**Sequential cells colored by netlist name**

The bar under the picture is 50 um long.
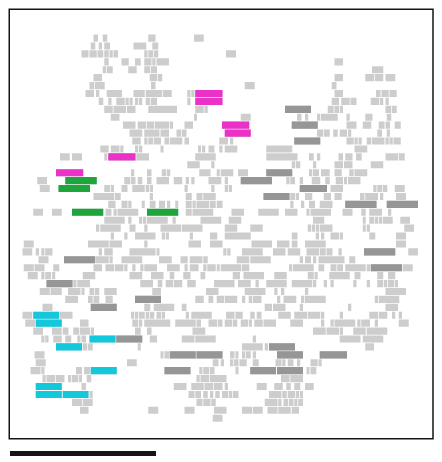
**Cell classes on the final placement**

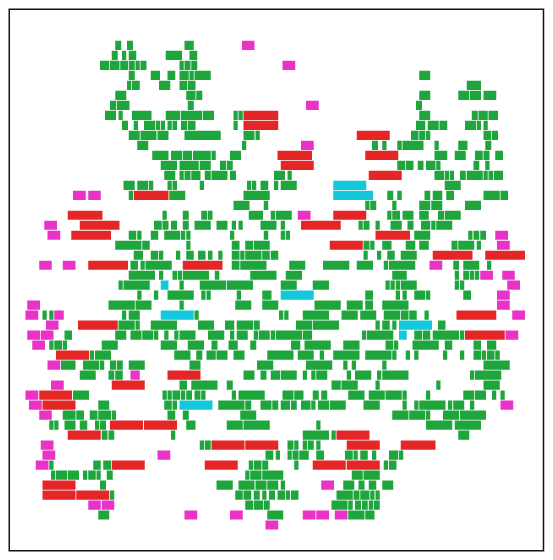
==> config.mk <==
export PLATFORM = sky130hd
export DESIGN_NAME = perceptron_trainer_flat
export DESIGN_NICKNAME = d
export VERILOG_FILES = /design/src/rtl/perceptron_trainer_if.sv /design/src/rtl/perceptron_trainer.sv /design/src/flat_wrapper.sv
export SDC_FILE = /design/constraint.sdc
export NUM_CORES = 1
export LEC_CHECK = 0
export ABC_CLOCK_PERIOD_IN_PS = 12700
export CAP_MARGIN = 5
export CORE_AREA = 4 4 141 143
export DETAILED_ROUTE_END_ITERATION = 10
export DIE_AREA = 0 0 145 147
export PLACE_DENSITY = 0.46
export SETUP_SLACK_MARGIN = 0.5
export SYNTH_ARGS = -nofsm -noshare
export SYNTH_HDL_FRONTEND = slang
export SYNTH_SLANG_ARGS = --single-unit
export TNS_END_PERCENT = 5
==> constraint.sdc <==
create_clock -name clk -period 12.7 [get_ports clk]
set_clock_uncertainty 0.05 [all_clocks]
set_input_delay 1.27 -clock clk [delete_from_list [all_inputs] [get_ports clk]]
set_output_delay 1.27 -clock clk [all_outputs]
set_load 0.02 [all_outputs]
==> metrics.cfg <==
[timing]
max_freq_ghz=0.1883
setup_viol=0
timing.final.max_slew_violations=0
finalClockPeriodUsage=0.4183
worstMarginPinSlew_ns=0.7593
max_slew_margin=0.4924
hold_viol_final=0
fin_crit_ns=5.312
finalSetupTns_ns=0

[place]
port_buffers=46
placed_area_sq_mm=0.006241
placed_cells=896
gp_congestion=0.8370

[global_route]
gr-total-overflow=0
grt_max_degree=33
track_usage=0.1321
grt_pass1_vias=4610

[clock_network]
clkTransAtPathRegs_ns=0.07
cts_resized=0
clock_latency_ns=0.30
cts_setup_buffers=0
hold_buffers=0
cts_tree=done
cts_sinks=42
cts_buffer_depth=2
cts_buffers=5
htreeDepth=2

[final_layout]
comb_area_sq_mm=0.004051
mostFrequentLayoutCells=inv_1 (80), ha_1 (76), nor2_1 (58)
drive_gt1_frac=0.06119

[synth]
yosysChipArea_sq_mm=0.005524
edf_count=10
async_reset_ff_frac=0.7619
synth_nets=756
synth_warnings=0
ys_cells=625
synth.avg_cell_area_sq_um=8.838
ff_type=dfrtp_1
ys_ff=42
synth_cells=625
yosysSeqAreaShare=0.2009

[critical_path]
path_class=flip-flop to flip-flop
critPathBufInv=5
cp-start-kind=flip-flop
r2r_slack_ns=7.39
crit_family=adder cells
end_kind=flip-flop
critical_path_required_ns=12.81
cp_cell_sequence=clkinv_1, nor2_1, fa_1, fa_1, inv_1, fa_1, inv_1, ha_1, inv_1, fa_1, inv_1, a21oi_1, o21bai_1, a21o_1, a21oi_1, xnor2_1, fa_1, o21ai_0, o22ai_1, a31oi_1, o211ai_1
critPathMaxFanout=10
arrival_ns=5.42
crit_top_cell=fa_1
r2r_cells=21
worst-path-stages=21

[drt]
wl_per_cell_um=15.03
dr_total_vias=4426
drtIter0Drc=257
drc=0
viasPerCell=4.896
wl_mm=13.58
firstDrtPassIters=4

[floorplanning]
die_h_um=147
fp_util=0.2973
die_width_um=145
io_pins=47
chip_area_sq_mm=0.02132

[worst_hold_path]
min_path_type=flip-flop to flip-flop
hold_depth=2

[flow_run]
warning_count=33

[outcome]
outcome=finished, final reports clean

Back to the opening pictures, 'sequential cells colored by netlist name':
[cyan] `u_core.err_cnt` | flops: 8 | where: south-west
[green] `u_core.x2_p0` | flops: 4 | where: west
[magenta] `u_core.w2` | flops: 6 | where: north
FF+latch area: 0.001110 sq mm
sequential share of cell area: 0.1732
Util after Layout: 0.3449

Back to the opening pictures, 'cell classes on the final placement':
[red] flip-flops | cells: 42
[magenta] other buffers and delay cells | cells: 48
[green] all other logic | cells: 572
[cyan] clock drivers and dummy loads | cells: 8
# rows: 50
total core area: 0.01858 sq mm

==> kinds of logic (layout without fill, tap and decap cells) <==
group,Yosys count,count (layout),share of synthesized area
AOI/OAI and AO/OA,137,137,0.1715
xor gates and xnor gates,42,42,0.06659
adders and majority gates,116,116,0.3171
buffers and inverters,94,139,0.06569
DFF,42,42,0.2009
muxes,5,5,0.009966
and+or+nand+nor,189,189,0.1683
==> routing by layer <==
layer	wire length [um]	GRT usage
met5	0	0
met4	158	0.03088
met3	486	0.02529
met2	6285	0.2157
met1	6654	0.1823
==> per-stage QoR <==
| step | hold WS (ns) | setup slack (ns) |
|---|---|---|
| after floorplan | 0.4829 | 7.931 |
| after global placement | 0.4980 | 7.618 |
| after detailed placement | 0.5071 | 7.379 |
| after CTS | 0.5232 | 7.380 |
| after global routing | 0.5515 | 6.878 |
| final | 0.5159 | 7.388 |
==> layout make-up <==
class	instances	area share
multi-input cells	489	0.6322
flip-flops and latches	42	0.1732
repair buffers	48	0.07419
inverters	83	0.04861
well taps	234	0.04569
clock buffers	5	0.01952
clock inverters	3	0.006638
==> worst register-to-register path, delay by kind of cell, from the launching register on <==
kind / cells / cell delay [ns]
AOI/OAI and AO/OA: 8 / 1.22
xor gates and xnor gates: 1 / 0.22
adders and majority gates: 6 / 2.48
buffers and inverters: 5 / 0.57
DFF: 1 / 0.41
and+or+nand+nor: 1 / 0.26
==> Yosys cell counts (3+ instances only) <==
cell / number / area, sq um
a21boi_0: 3 / 22.52
a21o_1: 12 / 90.09
a21oi_1: 39 / 195.2
a21oi_2: 5 / 43.79
a22oi_1: 3 / 22.52
a311oi_1: 3 / 26.28
a31oi_1: 6 / 37.54
and2_1: 28 / 175.2
and4b_1: 3 / 30.03
clkbuf_1: 7 / 26.28
dfrtp_1: 25 / 625.6
dfstp_2: 7 / 183.9
edfxtp_1: 10 / 300.3
fa_1: 40 / 800.8
ha_1: 76 / 950.9
inv_1: 80 / 300.3
mux2_2: 4 / 45.04
nand2_1: 45 / 168.9
nand2b_1: 7 / 43.79
nand3_1: 14 / 70.07
nand4_1: 4 / 25.02
nor2_1: 58 / 217.7
nor2b_1: 5 / 31.28
nor3_1: 6 / 30.03
o211ai_1: 8 / 60.06
o21a_1: 5 / 37.54
o21ai_0: 19 / 95.09
o21bai_1: 6 / 45.04
o22ai_1: 10 / 62.56
or2_2: 3 / 18.77
or3_1: 7 / 43.79
xnor2_1: 26 / 227.7
xor2_1: 16 / 140.1
